`src/rtl/cam_capture.sv`:
```
// cam_capture: OV5642 pixel-port capture; frame-aligned luma byte selection with SOF/EOL markers,
// sticky line/frame length errors and a completed-frame counter.
module cam_capture #(
  parameter int H_ACTIVE  = 640,
  parameter int V_ACTIVE  = 480,
  parameter int Y_PHASE   = 0,
  parameter int VSYNC_POL = 1
) (
  input  logic       cam_pclk,
  input  logic       rst,
  input  logic       cfg_done,
  input  logic       cam_href_i,
  input  logic       cam_vsync_i,
  input  logic [7:0] cam_din,
  input  logic       err_clr,
  output logic       pix_valid,
  output logic [7:0] pix_data,
  output logic       sof,
  output logic       eol,
  output logic       line_err,
  output logic       frame_err,
  output logic [7:0] frame_cnt
);
  localparam logic [10:0] HA = 11'(H_ACTIVE);
  localparam logic [9:0]  VA = 10'(V_ACTIVE);
  localparam logic        YP = 1'(Y_PHASE);
  localparam logic        VP = 1'(VSYNC_POL);
  typedef enum logic [1:0] {IDLE, WAIT_VS, ACTIVE} state_t;
  state_t st, st_n;
  logic href_r, vs_r, href_p, vs_p, ph, ph_n;
  logic [7:0] din_r;
  logic [10:0] x, x_n;
  logic [9:0] y, y_n;
  logic line_end, frame_end, accept, lerr, ferr, fdone;
  always_ff @(posedge cam_pclk or posedge rst) begin
    if (rst) begin
      href_r <= 1'b0;
      vs_r   <= 1'b0;
      href_p <= 1'b0;
      vs_p   <= 1'b0;
      din_r  <= '0;
    end else begin
      href_r <= cam_href_i;
      vs_r   <= cam_vsync_i ~^ VP;
      href_p <= href_r;
      vs_p   <= vs_r;
      din_r  <= cam_din;
    end
  end
  assign line_end  = st == ACTIVE && href_p && !href_r;
  assign frame_end = st == ACTIVE && vs_r && !vs_p;
  assign accept    = cfg_done && st == ACTIVE && !frame_end && href_r && ph == YP && x < HA && y < VA;
  always_comb begin
    st_n  = st;
    x_n   = accept ? x + 11'd1 : x;
    y_n   = y;
    ph_n  = href_r & ~ph;
    lerr  = 1'b0;
    ferr  = 1'b0;
    fdone = 1'b0;
    if (!cfg_done) begin
      st_n = IDLE;
      x_n  = '0;
      y_n  = '0;
    end else if (st == IDLE) begin
      st_n = WAIT_VS;
    end else if (st == WAIT_VS) begin
      if (!vs_r && vs_p) begin
        st_n = ACTIVE;
        x_n  = '0;
        y_n  = '0;
        ph_n = 1'b0;
      end
    end else begin
      // a vsync arriving mid-line truncates it: check and clear like a normal line end, but do not count it
      if (line_end || (frame_end && href_r)) begin
        lerr = x != HA;
        x_n  = '0;
      end
      if (line_end && y != VA) y_n = y + 10'd1;
      if (frame_end) begin
        ferr  = y_n != VA;
        fdone = y_n == VA;
        st_n  = WAIT_VS;
      end
    end
  end
  always_ff @(posedge cam_pclk or posedge rst) begin
    if (rst) begin
      st        <= IDLE;
      x         <= '0;
      y         <= '0;
      ph        <= 1'b0;
      pix_valid <= 1'b0;
      pix_data  <= '0;
      sof       <= 1'b0;
      eol       <= 1'b0;
      line_err  <= 1'b0;
      frame_err <= 1'b0;
      frame_cnt <= '0;
    end else begin
      st        <= st_n;
      x         <= x_n;
      y         <= y_n;
      ph        <= ph_n;
      pix_valid <= accept;
      pix_data  <= accept ? din_r : pix_data;
      sof       <= accept && x == '0 && y == '0;
      eol       <= accept && x == HA - 11'd1;
      line_err  <= lerr | (line_err & ~err_clr);
      frame_err <= ferr | (frame_err & ~err_clr);
      frame_cnt <= frame_cnt + 8'(fdone);
    end
  end
endmodule
```
`config.mk`:
```
export PLATFORM = sky130hd
export DESIGN_NAME = cam_capture
export DESIGN_NICKNAME = d
export VERILOG_FILES = /design/src/rtl/cam_capture.sv
export SDC_FILE = /design/constraint.sdc
export NUM_CORES = 1
export LEC_CHECK = 0
export CAP_MARGIN = 20
export CORE_MARGIN = 2
export CORE_UTILIZATION = 45
export CTS_CLUSTER_DIAMETER = 100
export DETAILED_ROUTE_END_ITERATION = 10
export GPL_TIMING_DRIVEN = 0
export PLACE_DENSITY = 0.67
export SYNTH_ARGS = -nofsm -noshare
export SYNTH_HDL_FRONTEND = slang
export SYNTH_SLANG_ARGS = --single-unit
```
`constraint.sdc`:
```
create_clock -name cam_pclk -period 2.3 [get_ports cam_pclk]
set_input_delay 0.69 -clock cam_pclk [delete_from_list [all_inputs] [get_ports cam_pclk]]
set_output_delay 0.69 -clock cam_pclk [all_outputs]
set_load 0.005 [all_outputs]
```
==> results.json <==
{
  "status": "finished with violations",
  "violations": "setup timing",
  "wl_met2_mm": 2.958,
  "hp-start": "din_r[7]$_DFF_PP0_",
  "maxPowerGroup": "sequential cells",
  "setup_ws_ns": -0.2709,
  "syn-num-nets": 285,
  "cp_num_buf_inv": 1,
  "top_area_share_pct": 52.63,
  "powerComb_mw": 0.201,
  "portBuffers": 34,
  "mux_share_pct": 0.7387,
  "skew_ns": 0.008155,
  "dominant_cells": "flip-flops and latches",
  "cts_hold_buf": 0,
  "rsz0062_at_grt": "true",
  "worstPathRequired_ns": 2.52,
  "stdcell_area_um2": 3620,
  "clkCellAreaFrac_pct": 6.084,
  "regToRegSetupSlack_ns": -0.27,
  "slew_headroom_pct": 65.88,
  "layout.filler_cells": 479,
  "core-area_um2": 5886,
  "area_growth_pct": 33.56,
  "clock_buffers": 11,
  "syn_area_um2": 2710,
  "place_ws_ns": -1.039,
  "cts_buffer_depth": 2,
  "top_cell": "dfrtp_1",
  "swShare_pct": 22.44,
  "grt-ovfl-total": 0,
  "setup_viol": 5
}
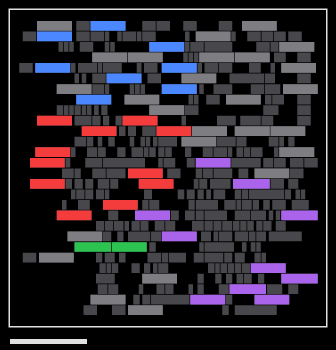
(images/flops_by_reg.png)
The bar under the picture is 20 µm long. Other sequential cells in the stronger gray, the rest of the logic in the fainter gray.
- `y`: purple (placed flops 10)
- `x`: red (placed flops 11)
- `din_r`: blue (placed flops 8)
- `st`: green (placed flops 2)
final core occ: 61.50%
P_seq: 1.07 mW

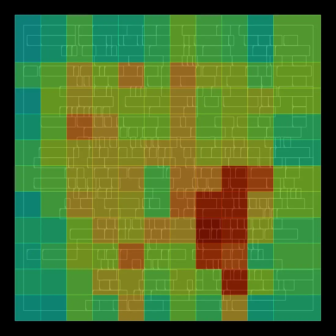
(images/congestion.png)
global routing's busiest layer: met2
Avg WL per Cell: 14.61 µm
Global Route met2 Usage: 31.80%

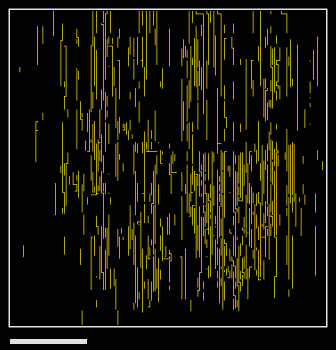
(images/layer_met2.png)
The bar under the picture is 20 µm long.
- nets with wire on the layer: 298
- share of all routed wire: 49%
- longest straight run: 29.6 µm
- wire length on this layer: 2960 µm
- main direction: vertical
final WL: 6.006 mm
Vias: 2195

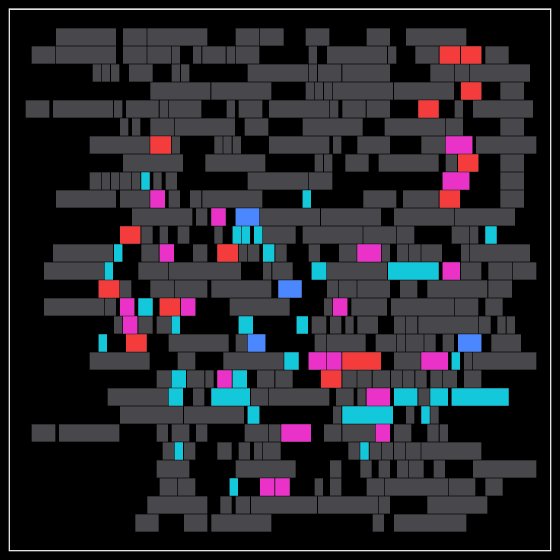
(images/logic_types.png)
- AND and OR gates: magenta (cells 20)
- NOR gates: cyan (cells 31)
- AND-OR and OR-AND gates: blue (cells 4; where middle)
- XOR/XNOR gates: red (cells 14)
multi-input combinational area share: 35.22%
Commonest Layout Cell: dfrtp_1
fin cells: 411

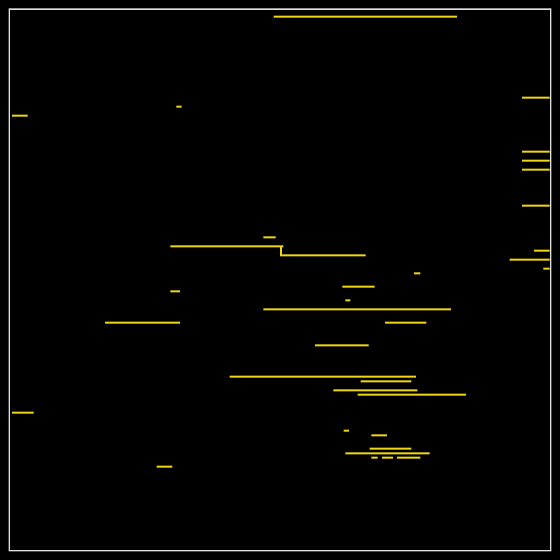
(images/layer_met3.png)
- wire length on this layer: 245 µm
- share of all routed wire: 4.1%
- main direction: horizontal
- longest straight run: 28.1 µm

Power figures rest on the tool's default switching activity, not on a simulated workload.
